==> config.mk <==
export PLATFORM = sky130hd
export DESIGN_NAME = guess_input_cond
export DESIGN_NICKNAME = d
export VERILOG_FILES = /design/src/rtl/guess_input_cond.sv
export SDC_FILE = /design/constraint.sdc
export NUM_CORES = 1
export LEC_CHECK = 0
export ABC_AREA = 1
export CORE_ASPECT_RATIO = 0.5
export CORE_UTILIZATION = 50
export DETAILED_ROUTE_END_ITERATION = 10
export GPL_ROUTABILITY_DRIVEN = 0
export PLACE_DENSITY = 0.8
export SLEW_MARGIN = 20
export SYNTH_ARGS = -nofsm -noshare
export SYNTH_HDL_FRONTEND = slang
export SYNTH_SLANG_ARGS = --single-unit
==> constraint.sdc <==
create_clock -name clk -period 4.5 [get_ports clk]
set_input_delay 0.675 -clock clk [delete_from_list [all_inputs] [get_ports clk]]
set_output_delay 0.675 -clock clk [all_outputs]
set_load 0.02 [all_outputs]
### M1 wires

(8 px per um) Supply wires on this layer in grey. Cells faint in the background.
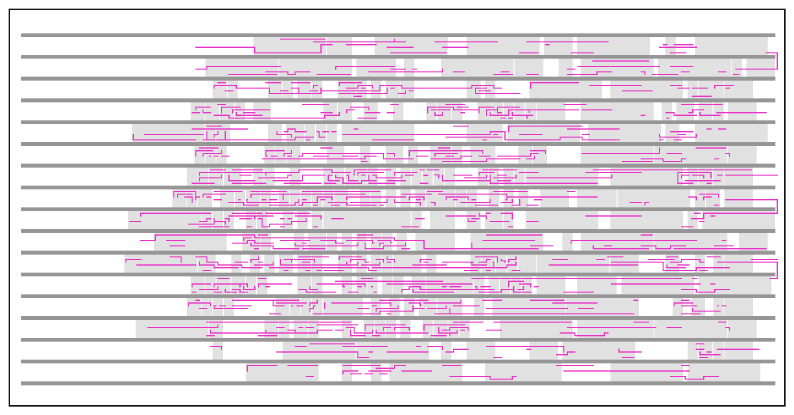
The longest straight run is 26.2 um. The wires run mostly horizontal. The layer carries 2020 um of wire. The layer holds 51% of the routed length. 266 nets have wire on it.
met1 Usage GRT: 24.18%
WL final: 3977 um
Vias: 1724

### Signal wires on met3

(4 px per um) Cells faint in the background.
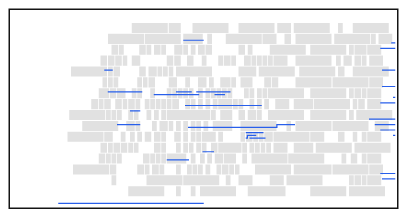
The wires run mostly horizontal. The layer holds 4.6% of the routed length.
met3 Usage GRT: 4.728%

### Register map, names as in the netlist

(6 px per um)
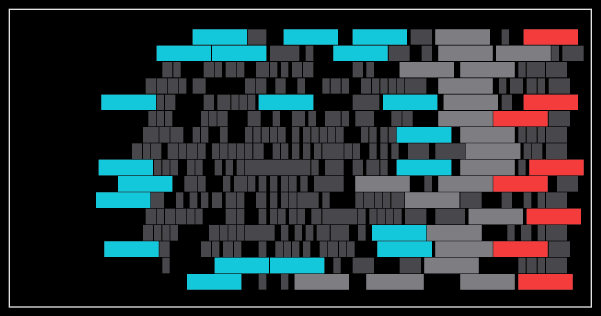
Key: cyan = `cnt_q` [flops 20]; red = `guess` [flops 8]
Another 21 sequential cells are not coloured.
Seq area share: 47.86%
post-layout util: 62.56%
sequential power: 0.000461 W
Reg area: 0.001229 mm^2

### Wiring by layer

(6 px per um) Two of the layers only.
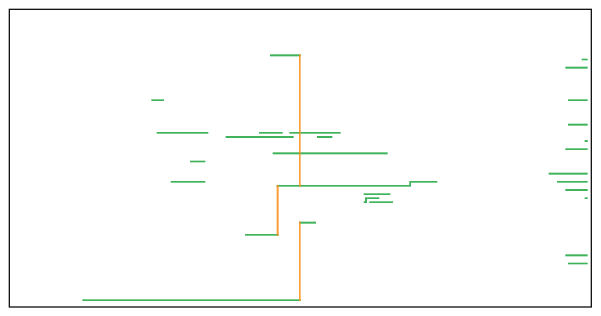
Key: orange = M4 [wire length 42.8 um]; green = M3 [wire length 184 um]
GRT Util Overall: 18.52%
wire per inst: 11.46 um

==> flow_metrics.env <==
# yosys + openroad results
export IMPL_outcome="finished clean"
export IMPL_htreeDepth=2
export IMPL_warnings=26
export IMPL_worstHoldPathCells=0
export IMPL_rsz0062_at_grt="no"
export IMPL_topCellsByArea="dfrtp_1 52%, nand2_1 14%, nor2_1 5.7%"
export IMPL_yosysTopAreaCell="dfrtp_1"
export IMPL_vias_per_cell=4.968
export IMPL_mi_logic_area_um2=859.6
export IMPL_clockNetworkAreaShare_pct=4.337
export IMPL_yosys_cells=273
export IMPL_pwr_share_seq_pct=57.3
export IMPL_grt_ovfl_total=0
export IMPL_largest_reg_flops=20
export IMPL_max_slew_worst_pin_slew_ps=876.4
export IMPL_fp_util_pct=54.70
export IMPL_top_cell_area_share_pct=52.40
export IMPL_synthCells=273
export IMPL_drv_cap=0
export IMPL_chip_area_mm2=0.004778
export IMPL_netlist_top_cells_count="83 x nand2_1, 47 x dfrtp_1, 34 x nor2_1"
export IMPL_grt_pass1_vias=1587
export IMPL_final_nets=304
export IMPL_maxSlewViolCount=0
export IMPL_die_x_um=96.76
export IMPL_hold_viol_final=0
export IMPL_ys_seq_elements=49
export IMPL_postCtsHoldBufs=0
export IMPL_comb_area_share_pct=33.48
export IMPL_yosys_most_used_dff="dfrtp_1"
export IMPL_clk_latency_ps=300
export IMPL_ant_nets=0
export IMPL_relSlewSlack_pct=41.43
export IMPL_worst_hold_path_type="flip-flop to flip-flop"
export IMPL_skew_ps=8.553
export IMPL_worstSetupEndpointType="flip-flop"
export IMPL_synth_area_mm2=0.002245
export IMPL_edf_count=0
export IMPL_avgSynthCellArea_um2=8.222
export IMPL_clk_pin_slew_worst_paths_ps=90
export IMPL_grt_pass1_wl_um=6906
export IMPL_synth_cell_types=24
export IMPL_intPower_w=0.0006314
export IMPL_grt_max_degree=50
export IMPL_fill_cells=345
export IMPL_clockBufferDepth=2
export IMPL_ys_area_mm2=0.002245
export IMPL_inv_count=29
## metal layers
metal | GRT usage (%) | share of wire [%]
met1 | 24.18 | 51
met2 | 30.52 | 43
met3 | 4.728 | 4.6
met5 | 0 | 0
met4 | 6.219 | 1.1
## cell families (layout without fill, tap and decap cells)
kind of cell / Yosys count / count (layout) / share of synthesized area, %
AND/OR/NAND/NOR: 158 / 158 / 30.49
flip-flops: 49 / 49 / 54.74
buffers and inverters: 36 / 56 / 6.967
AND-OR/OR-AND: 26 / 26 / 6.076
XOR/XNOR: 3 / 3 / 1.171
adder cells (fa/ha/maj): 1 / 1 / 0.5573
## placed cells by master, fill, tap and decap left out, types with 2 or more instances in the layout
master,n
o21ai_0,23
clkdlybuf4s50_1,19
nand2_1,83
nand3_1,24
inv_1,28
or2_2,4
nor2_1,34
xor2_1,2
clkbuf_8,5
and2_1,2
dfrtp_1,47
dfstp_2,2
nand3_2,2
nand4_1,6
## through the flow
stage	instance area [um^2]	util (%)	hold slack [ps]
2_1_floorplan	2245	-	331.2
3_3_place_gp	2455	59.82	332.1
3_5_place_dp	2455	59.82	336.5
4_1_cts	2566	62.53	357.0
5_1_grt	2567	62.56	363.8
6_report	2567	62.56	353.4
## worst max-delay path: stages (launching register included)
cell and delay, ps:
dfrtp_1 750, nand2_1 100, inv_1 70, nand2_1 40, nor2_1 120, nand3_2 140
nand2_1 680, inv_1 290, nand4_1 140, nand2_1 70
## power by group through the flow
stage          Sequential, W  Combinational (W)  Clock [W]
4_1_cts             0.000461          0.0000317   0.000319
3_3_place_gp        0.000469          0.0000305          0
2_1_floorplan       0.000466          0.0000220          0
5_1_grt             0.000463          0.0000356   0.000336
6_report            0.000461          0.0000308   0.000314
3_5_place_dp        0.000470          0.0000314          0
Power figures rest on the tool's default switching activity, not on a simulated workload.
